$ cat src/rtl/lot_gate_decoder.sv
// Parking-gate beam decoder: synchronises and debounces the outer/inner beams, tracks full passes.
// Optional LOT_GATE_ERR_EN adds err pulse and saturating err_cnt outputs for CLR entries.
module lot_gate_decoder #(
    parameter int unsigned DEBOUNCE_CYCLES = 4,
    parameter int unsigned TIMEOUT_CYCLES  = 1000
) (
    input  logic       clk,
    input  logic       rst,
    input  logic       a_raw,
    input  logic       b_raw,
    output logic       inc,
    output logic       dec,
    output logic       busy
`ifdef LOT_GATE_ERR_EN
    ,
    output logic       err,
    output logic [7:0] err_cnt
`endif
);

    localparam int unsigned CW = (DEBOUNCE_CYCLES > 1) ? $clog2(DEBOUNCE_CYCLES) : 1;
    localparam int unsigned TW = (TIMEOUT_CYCLES > 2) ? $clog2(TIMEOUT_CYCLES) : 1;
    localparam logic [CW-1:0] CNT_LAST  = CW'(DEBOUNCE_CYCLES - 1);
    localparam logic [TW-1:0] TCNT_LAST = TW'(TIMEOUT_CYCLES - 1);

    typedef enum logic [2:0] {
        IDLE,
        EN1,
        EN2,
        EN3,
        EX1,
        EX2,
        EX3,
        CLR
    } state_t;

    logic          a_m, a_s, b_m, b_s;
    logic [1:0]    s;
    logic [1:0]    filt;
    logic [CW-1:0] cnt;
    logic [TW-1:0] tcnt;
    state_t        state, ns;
    logic          inc_n, dec_n;
    logic          timeout;

    always_ff @(posedge clk) begin
        if (rst) begin
            a_m <= 1'b0;
            a_s <= 1'b0;
            b_m <= 1'b0;
            b_s <= 1'b0;
        end else begin
            a_m <= a_raw;
            a_s <= a_m;
            b_m <= b_raw;
            b_s <= b_m;
        end
    end

    assign s = {a_s, b_s};

    // Single counter for both bits: a change in s mid-count does not restart it.
    always_ff @(posedge clk) begin
        if (rst) begin
            filt <= '0;
            cnt  <= '0;
        end else if (s == filt) begin
            cnt <= '0;
        end else if (cnt == CNT_LAST) begin
            filt <= s;
            cnt  <= '0;
        end else begin
            cnt <= cnt + CW'(1);
        end
    end

    always_comb begin
        ns    = state;
        inc_n = 1'b0;
        dec_n = 1'b0;
        case (state)
            IDLE: begin
                case (filt)
                    2'b10:   ns = EN1;
                    2'b01:   ns = EX1;
                    2'b00:   ns = IDLE;
                    default: ns = CLR;
                endcase
            end
            EN1: begin
                case (filt)
                    2'b11:   ns = EN2;
                    2'b00:   ns = IDLE;
                    2'b10:   ns = EN1;
                    default: ns = CLR;
                endcase
            end
            EN2: begin
                case (filt)
                    2'b01:   ns = EN3;
                    2'b10:   ns = EN1;
                    2'b11:   ns = EN2;
                    default: ns = CLR;
                endcase
            end
            EN3: begin
                case (filt)
                    2'b00: begin
                        ns    = IDLE;
                        inc_n = 1'b1;
                    end
                    2'b11:   ns = EN2;
                    2'b01:   ns = EN3;
                    default: ns = CLR;
                endcase
            end
            EX1: begin
                case (filt)
                    2'b11:   ns = EX2;
                    2'b00:   ns = IDLE;
                    2'b01:   ns = EX1;
                    default: ns = CLR;
                endcase
            end
            EX2: begin
                case (filt)
                    2'b10:   ns = EX3;
                    2'b01:   ns = EX1;
                    2'b11:   ns = EX2;
                    default: ns = CLR;
                endcase
            end
            EX3: begin
                case (filt)
                    2'b00: begin
                        ns    = IDLE;
                        dec_n = 1'b1;
                    end
                    2'b11:   ns = EX2;
                    2'b10:   ns = EX3;
                    default: ns = CLR;
                endcase
            end
            CLR: begin
                if (filt == 2'b00) ns = IDLE;
            end
            default: ns = CLR;
        endcase

        // Timeout overrides whatever the sensors asked for, including a completing pass.
        timeout = (state != IDLE) && (state != CLR) && (tcnt == TCNT_LAST);
        if (timeout) begin
            ns    = CLR;
            inc_n = 1'b0;
            dec_n = 1'b0;
        end
    end

    always_ff @(posedge clk) begin
        if (rst) begin
            state <= IDLE;
            tcnt  <= '0;
            inc   <= 1'b0;
            dec   <= 1'b0;
            busy  <= 1'b0;
        end else begin
            state <= ns;
            if ((ns != state) || (state == IDLE) || (state == CLR)) tcnt <= '0;
            else tcnt <= tcnt + TW'(1);
            inc  <= inc_n;
            dec  <= dec_n;
            busy <= (ns != IDLE);
        end
    end

`ifdef LOT_GATE_ERR_EN
    always_ff @(posedge clk) begin
        if (rst) begin
            err     <= 1'b0;
            err_cnt <= '0;
        end else begin
            err <= (ns == CLR) && (state != CLR);
            if ((ns == CLR) && (state != CLR) && (err_cnt != '1)) err_cnt <= err_cnt + 8'd1;
        end
    end
`endif

endmodule

$ cat config.mk
export PLATFORM = sky130hd
export DESIGN_NAME = lot_gate_decoder
export DESIGN_NICKNAME = d
export VERILOG_FILES = /design/src/rtl/lot_gate_decoder.sv
export SDC_FILE = /design/constraint.sdc
export NUM_CORES = 1
export LEC_CHECK = 0
export CAP_MARGIN = 0
export CORE_MARGIN = 2
export CORE_UTILIZATION = 30
export CTS_CLUSTER_SIZE = 14
export DETAILED_ROUTE_END_ITERATION = 16
export GPL_TIMING_DRIVEN = 0
export PLACE_DENSITY_LB_ADDON = 0.15
export REMOVE_ABC_BUFFERS = 1
export SLEW_MARGIN = 40
export SYNTH_ARGS = -nofsm -noshare
export SYNTH_HDL_FRONTEND = slang
export SYNTH_SLANG_ARGS = --single-unit
$ cat constraint.sdc
create_clock -name clk -period 4.1 [get_ports clk]
set_input_delay 0.82 -clock clk [delete_from_list [all_inputs] [get_ports clk]]
set_output_delay 0.82 -clock clk [all_outputs]
set_load 0.03 [all_outputs]
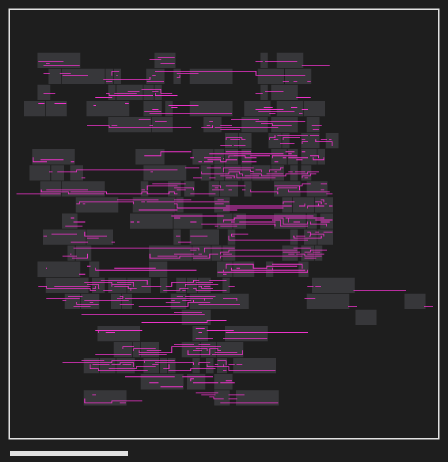
run_1/m1.png
The bar under the picture is 20 µm long. Cells faint in the background.
longest straight run: 21.2 µm
nets with wire on the layer: 157
main direction: horizontal
via count: 1,106
met1 usage: 0.154
wirelength, routed: 2.75 mm

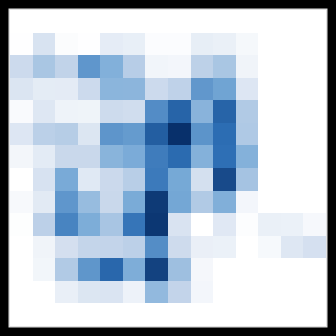
run_1/route_heat.png
The die is cut into 14 by 14 equal tiles; white is low, dark blue is high, scaled to the fullest tile. Values are wire area over tile area, all layers added.
tiles over half the peak: 14%
emptiest ninth of the die: south-east
fullest tile: 0.39

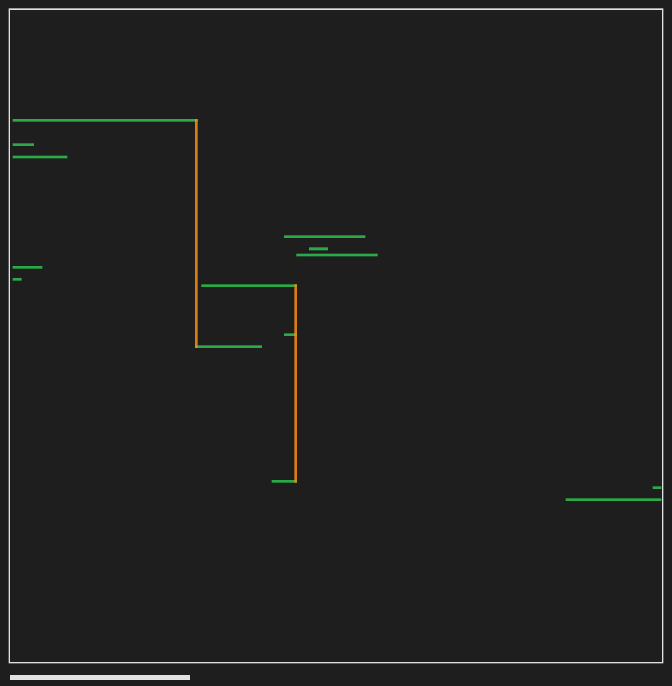
run_1/layers.png
The bar under the picture is 20 µm long. Two of the layers only.
| layer | colour | wire length |
|---|---|---|
| M4 | orange | 46.9 µm |
| M3 | green | 83.3 µm |

==> deck_impl_summary.md, run 1 <==
Implementation Results

Critical path
  • Most frequent CP cell: a211oi_1
  • Worst reg2reg endpoint: tcnt[1]
  • Critical Path Max Stage Delay: 0.61 ns
  • Reg2reg setup slack: 1.72 ns
  • R2R Path Start: filt[0]
  • Critical path's slowest cell: o21ai_1
  • Crit path DRT: 4.23 ns
  • Worst Path Arrival: 2.51 ns
  • CP max FO: 10
  • Worst setup path class: reg2reg
  • CP Capture Type: flop
  • Buffer and inverter count on the worst path: 1
  • R2R cell count: 6
  • Top delay family on crit path: AND-OR/OR-AND gates
  • CP cell instances: inv_1 > ha_1 > a211oi_1 > a2111oi_0 > o21ai_1 > a211oi_1
  • Worst path depth: 6
  • CP startpoint: filt[0]
  • Worst setup endpoint: tcnt[1]

Floorplanning
  • Ports: 7
  • Total core area: 4440 µm²
  • Starting density of the core: 0.316
  • DIE HEIGHT: 72.4 µm
  • DIE AREA: 5250 µm²
  • # Taps: 52
  • Rows: 24
  • Die Wd: 72.4 µm

Power and ir drop
  • Sequential share of power: 0.579
  • Net Sw Frac: 0.202
  • P_comb: 0.00891 mW
  • Internal: 0.326 mW
  • Power Sequential: 0.237 mW
  • Power per standard cell area: 265 nW/µm²
  • Leak: 0.520 nW
  • VDD IR-drop max: 0.132 mV
  • NetSw: 0.0825 mW
  • Clock power share: 0.399
  • Comb pwr share: 0.022
  • Pwr top: registers

STA
  • Clock skew: 0.00843 ns
  • Worst-Margin Slew: 0.742 ns
  • Hold WS: 0.425 ns
  • Endpoints failing hold: 0
  • Setup slack after layout: 1.72 ns
  • Min Tclk post-route: 2.38 ns
  • Final setup TNS: 0 ns
  • Highest Clock Rate: 0.420 GHz
  • Slew Limit Fails: 0
  • Final period util: 0.581
  • Slew HR: 0.502
  • # setup viols final: 0

Clocking
  • CTS Buffer Depth: 2
  • Clk latency late pin: 0.27 ns
  • Clock transition at the registers of the reported paths: 0.09 ns
  • CTS sink count: 24
  • CTS buffer count: 3
  • Number of H-tree levels: 1
  • CTS tree: built
  • Hold buffer count at CTS: 0
  • PostCTS Resize Cnt: 0
  • Root Driver: clkbuf_8

Logic synthesis
  • Seq cells post-synth: 24
  • Ys cells: 153
  • Yosys cell types: 47
  • Number of warning messages in the yosys log: 0
  • XOR Share, Synth: 0.0623
  • Yosys chip area: 1410 µm²
  • Ao+oa area frac: 0.199
  • Synth top cell by count: dfxtp_1
  • Synth Seq Share: 0.342
  • Synth logic family: simple AND/OR/NAND/NOR gates
  • Adder share: 0.0890
  • Cells after Synth: 153
  • Top cells, area: dfxtp_1, ha_1, a211oi_1
  • Syn Area/Cell: 9.18 µm²
  • EDFF count, synth: 0
  • Max-area cell share: 0.342
  • Simple-Gate Area Share: 0.232
  • Mux area share: 0.0214
  • Asr flop ratio synth: 0
  • Mapped cell area: 1410 µm²
  • Synth cell count leaders: dfxtp_1, nor2_1, a211oi_1
  • Synth area leader: dfxtp_1
  • Post-synth top flop: dfxtp_1

Final layout
  • Comb area share: 0.551
  • ANT cells: 0
  • Non-Filler Instances: 209
  • Inverters: 8
  • Clock network area share: 0.0358
  • Num sequential: 24
  • Non-clk bufs: 6
  • Max-area cell class: combinational gates
  • Comb area: 848 µm²
  • Share of cells above drive strength 1: 0.0701
  • Layout net count: 172
  • Area grow syn2layout: 9.53%
  • Clk_buf instances: 4
  • Final core occ: 0.346
  • Non-clock buffer share: 0.0390
  • Reg area: 480 µm²
  • Max reg flops: 10
  • Multi-input gate count: 115
  • Reg with most FFs: tcnt
  • Seq area share: 0.312

GRT
  • Met3 Track Usage GR: 0.0222
  • GR peak layer: met2
  • Met2 Use GR: 0.182
  • Initial antenna violation count: 0
  • Pin count of the biggest net entering global routing: 20
  • Total grt overflow: 0
  • Global-route wire length before repair: 4.78 mm
  • Vias in the first global route: 1,045

Min path
  • Min-delay src: cnt[0]
  • Hold Path Sink: cnt[0]
  • Hold crit path type: reg2reg
  • Hold depth: 1

Placed design
  • DP Worst Slack: 1.68 ns
  • Input/output buffers: 6
  • RD Place Congestion: 0.759
  • Detail Placement HPWL: 2.02 mm
  • Placed Instances: 205

Route
  • Wirelength per Cell: 13.2 µm
  • Antenna Nets Post-Route: 0
  • Max layer used: met4
  • Met1 WL: 1.37 mm
  • Via density per instance: 5.29
  • 1st-iter DRT viols: 76
  • Met3 WL: 83 µm
  • Drt drc: 0
  • Metal2 WL: 1.25 mm
  • DRT Pass-1 Iters: 4

Status
  • Status: finished clean

Job
  • Log Warnings: 32
  • Maxcap violations: 0
==> run 1: layout by cell type (no fill, tap or decap), types with 2 or more instances in the layout <==
master	instances
xnor2_1	3
xor2_1	7
nor3_1	5
o21ai_0	4
a211oi_1	11
ha_1	10
nand2_1	5
nand4b_1	2
inv_1	8
clkdlybuf4s50_1	6
dfxtp_1	24
nor2_1	14
o211ai_1	2
clkbuf_8	4
mux2i_1	3
a21oi_1	3
nand3_1	7
a31oi_1	2
nor2b_1	4
nand2b_1	8
==> run 1: metrics by stage <==
| stage | power [mW] | cell area (µm²) |
|---|---|---|
| global placement | 0.251 | 1480 |
| detailed placement | 0.251 | 1480 |
| floorplan | 0.246 | 1360 |
| global route | 0.426 | 1540 |
| CTS | 0.413 | 1540 |
| finish | 0.409 | 1540 |
run_1/closeup.png
The bar under the picture is 5 µm long. Window x 44 to 64, y 44 to 64 µm. Cells in grey, sequential cells in the stronger grey; small squares are vias.
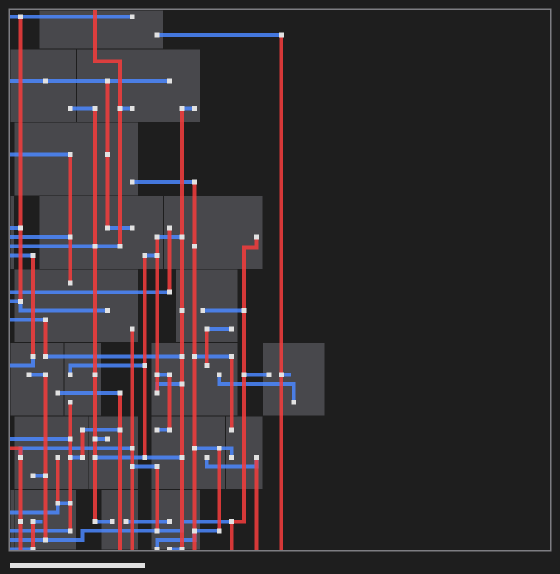

==> run 2, diff against run 1 <==
clock period = 2.3 ns   (was 4.1 ns; I/O delays follow)
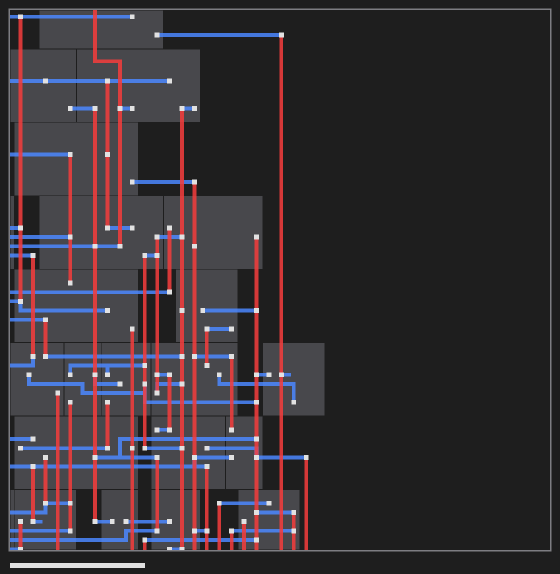
run_2/closeup.png
The bar under the picture is 5 µm long. Window x 44 to 64, y 44 to 64 µm. Cells in grey, sequential cells in the stronger grey; small squares are vias.
| layer | colour |
|---|---|
| M2 | red |
| M1 | blue |
sequential cells in the window: 0
cells with their middle in the window: 20
most frequent: ha_1 (6), nand2b_1 (4), nor2_1 (2)

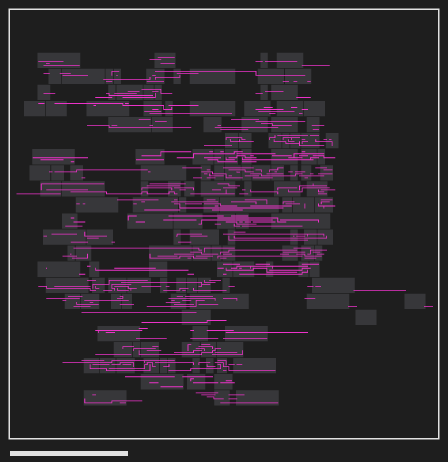
run_2/m1.png
The bar under the picture is 20 µm long. Cells faint in the background.
share of all routed wire: 51%
main direction: horizontal
wirelength, routed: 2.85 mm
via count: 1,113

==> run 2 against run 1 <==
Compared with the run above: global-route usage up 0.087 points; power up 78%; wire length increased by 3.8%; sequential power up 78%; register-to-register slack lost 1.6 ns; non-clock buffer count unchanged; critical endpoint unchanged; largest power group unchanged; highest routed layer unchanged.
==> deck_impl_summary.md, run 2 <==
Implementation Results

Clocking
  • Clock transition at the registers of the reported paths: 0.09 ns
  • Clk latency late pin: 0.27 ns
  • Root Driver: clkbuf_8
  • CTS tree: built
  • CTS Buffer Depth: 2

Route
  • Max layer used: met4
  • 1st-iter DRT viols: 64
  • Via density per instance: 5.33
  • Met3 WL: 71 µm
  • Drt drc: 0
  • Met1 WL: 1.45 mm
  • Wirelength per Cell: 13.7 µm
  • Metal2 WL: 1.30 mm

Power and ir drop
  • Total chip power: 0.728 mW
  • Leak: 0.526 nW
  • VDD IR-drop max: 0.236 mV
  • Power per standard cell area: 456 nW/µm²

Logic synthesis
  • Number of warning messages in the yosys log: 0
  • Synth cell count leaders: dfxtp_1, nor2_1, a211oi_1
  • Ys cells: 153
  • Yosys chip area: 1410 µm²
  • Cells after Synth: 153
  • Mapped cell area: 1410 µm²
  • Synth area leader: dfxtp_1
  • Synth Seq Share: 0.342
  • Seq cells post-synth: 24
  • Syn Area/Cell: 9.18 µm²
  • Top cells, area: dfxtp_1, ha_1, a211oi_1
  • XOR Share, Synth: 0.0623
  • Asr flop ratio synth: 0
  • EDFF count, synth: 0
  • Synth top cell by count: dfxtp_1
  • Simple-Gate Area Share: 0.232
  • Max-area cell share: 0.342

Final layout
  • Non-Filler Instances: 209
  • Area grow syn2layout: 13.4%
  • Final core occ: 0.359
  • ANT cells: 0
  • Most frequent cells in the layout: dfxtp_1, nor2_1, a211oi_1, ha_1
  • Layout net count: 172
  • Reg with most FFs: tcnt
  • Max reg flops: 10
  • Share of cells above drive strength 1: 0.127

STA
  • # setup viols final: 0
  • Slew Limit Fails: 0
  • Highest Clock Rate: 0.452 GHz
  • Final period util: 0.961
  • Setup slack after layout: 0.0888 ns
  • Final setup TNS: 0 ns
  • Endpoints failing hold: 0
  • Worst-Margin Slew: 0.500 ns
  • Clock skew: 0.00817 ns

Critical path
  • Buffer and inverter count on the worst path: 1
  • CP startpoint: filt[0]
  • Worst setup endpoint: tcnt[1]
  • Critical path's slowest cell: dfxtp_2
  • Worst Path Arrival: 2.36 ns
  • CP max FO: 10
  • R2R Path Start: filt[0]
  • Top delay family on crit path: AND-OR/OR-AND gates
  • CP cell instances: inv_1 > ha_1 > nand2b_1 > and4b_1 > o311ai_1 > a21o_2 > a211oi_1
  • Reg2reg setup slack: 0.09 ns
  • Crit path DRT: 2.45 ns
  • Worst setup path class: reg2reg
  • Worst reg2reg endpoint: tcnt[1]
  • Worst path depth: 7
  • CP Capture Type: flop
  • Critical Path Max Stage Delay: 0.41 ns

Floorplanning
  • Total core area: 4440 µm²
  • Ports: 7
  • Rows: 24
  • Die Wd: 72.4 µm
  • DIE HEIGHT: 72.4 µm
  • Starting density of the core: 0.316
  • DIE AREA: 5250 µm²

GRT
  • Met3 Track Usage GR: 0.0222
  • Met1 usage: 0.154
  • Pin count of the biggest net entering global routing: 20
  • Global-route wire length before repair: 4.82 mm
  • Total grt overflow: 0
  • Met2 Use GR: 0.186
  • GRT Total Usage: 0.116
  • Initial antenna violation count: 0
  • GR peak layer: met2
  • Vias in the first global route: 1,050

Placed design
  • Detail Placement HPWL: 2.02 mm
  • DP Worst Slack: -0.121 ns
  • Placed Instances: 205
  • RD Place Congestion: 0.759
  • Placement Cell Area: 1480 µm²
  • Input/output buffers: 6

Min path
  • Min-delay src: cnt[0]
  • Hold crit path type: reg2reg
  • Hold depth: 1

Status
  • Status: finished clean

Job
  • Maxcap violations: 0
[run 2: cell counts after synthesis]
No cell type changed its count.
[run 2: repair_timing]
item	4_1_cts	5_1_grt
setup endpoints to repair	10	10
hold buffers	0	0
pin swaps	0	1
gates resized	3	10
[run 2: area by class of cell]
class	instances	area, µm²	area share
flip-flops and latches	24	487	0.305
well taps	52	65.1	0.0408
multi-input cells	115	897	0.563
clock buffers	4	55.1	0.0345
repair buffers	6	60.1	0.0377
inverters	8	30.0	0.0188
[run 2: report_power, final]
part           internal [mW]  switching [mW]
sequential             0.419         0.00208
clock                  0.153           0.137
combinational        0.00865         0.00768
total                  0.581           0.147
No activity file was given, so power comes from the tool's default toggle rates.
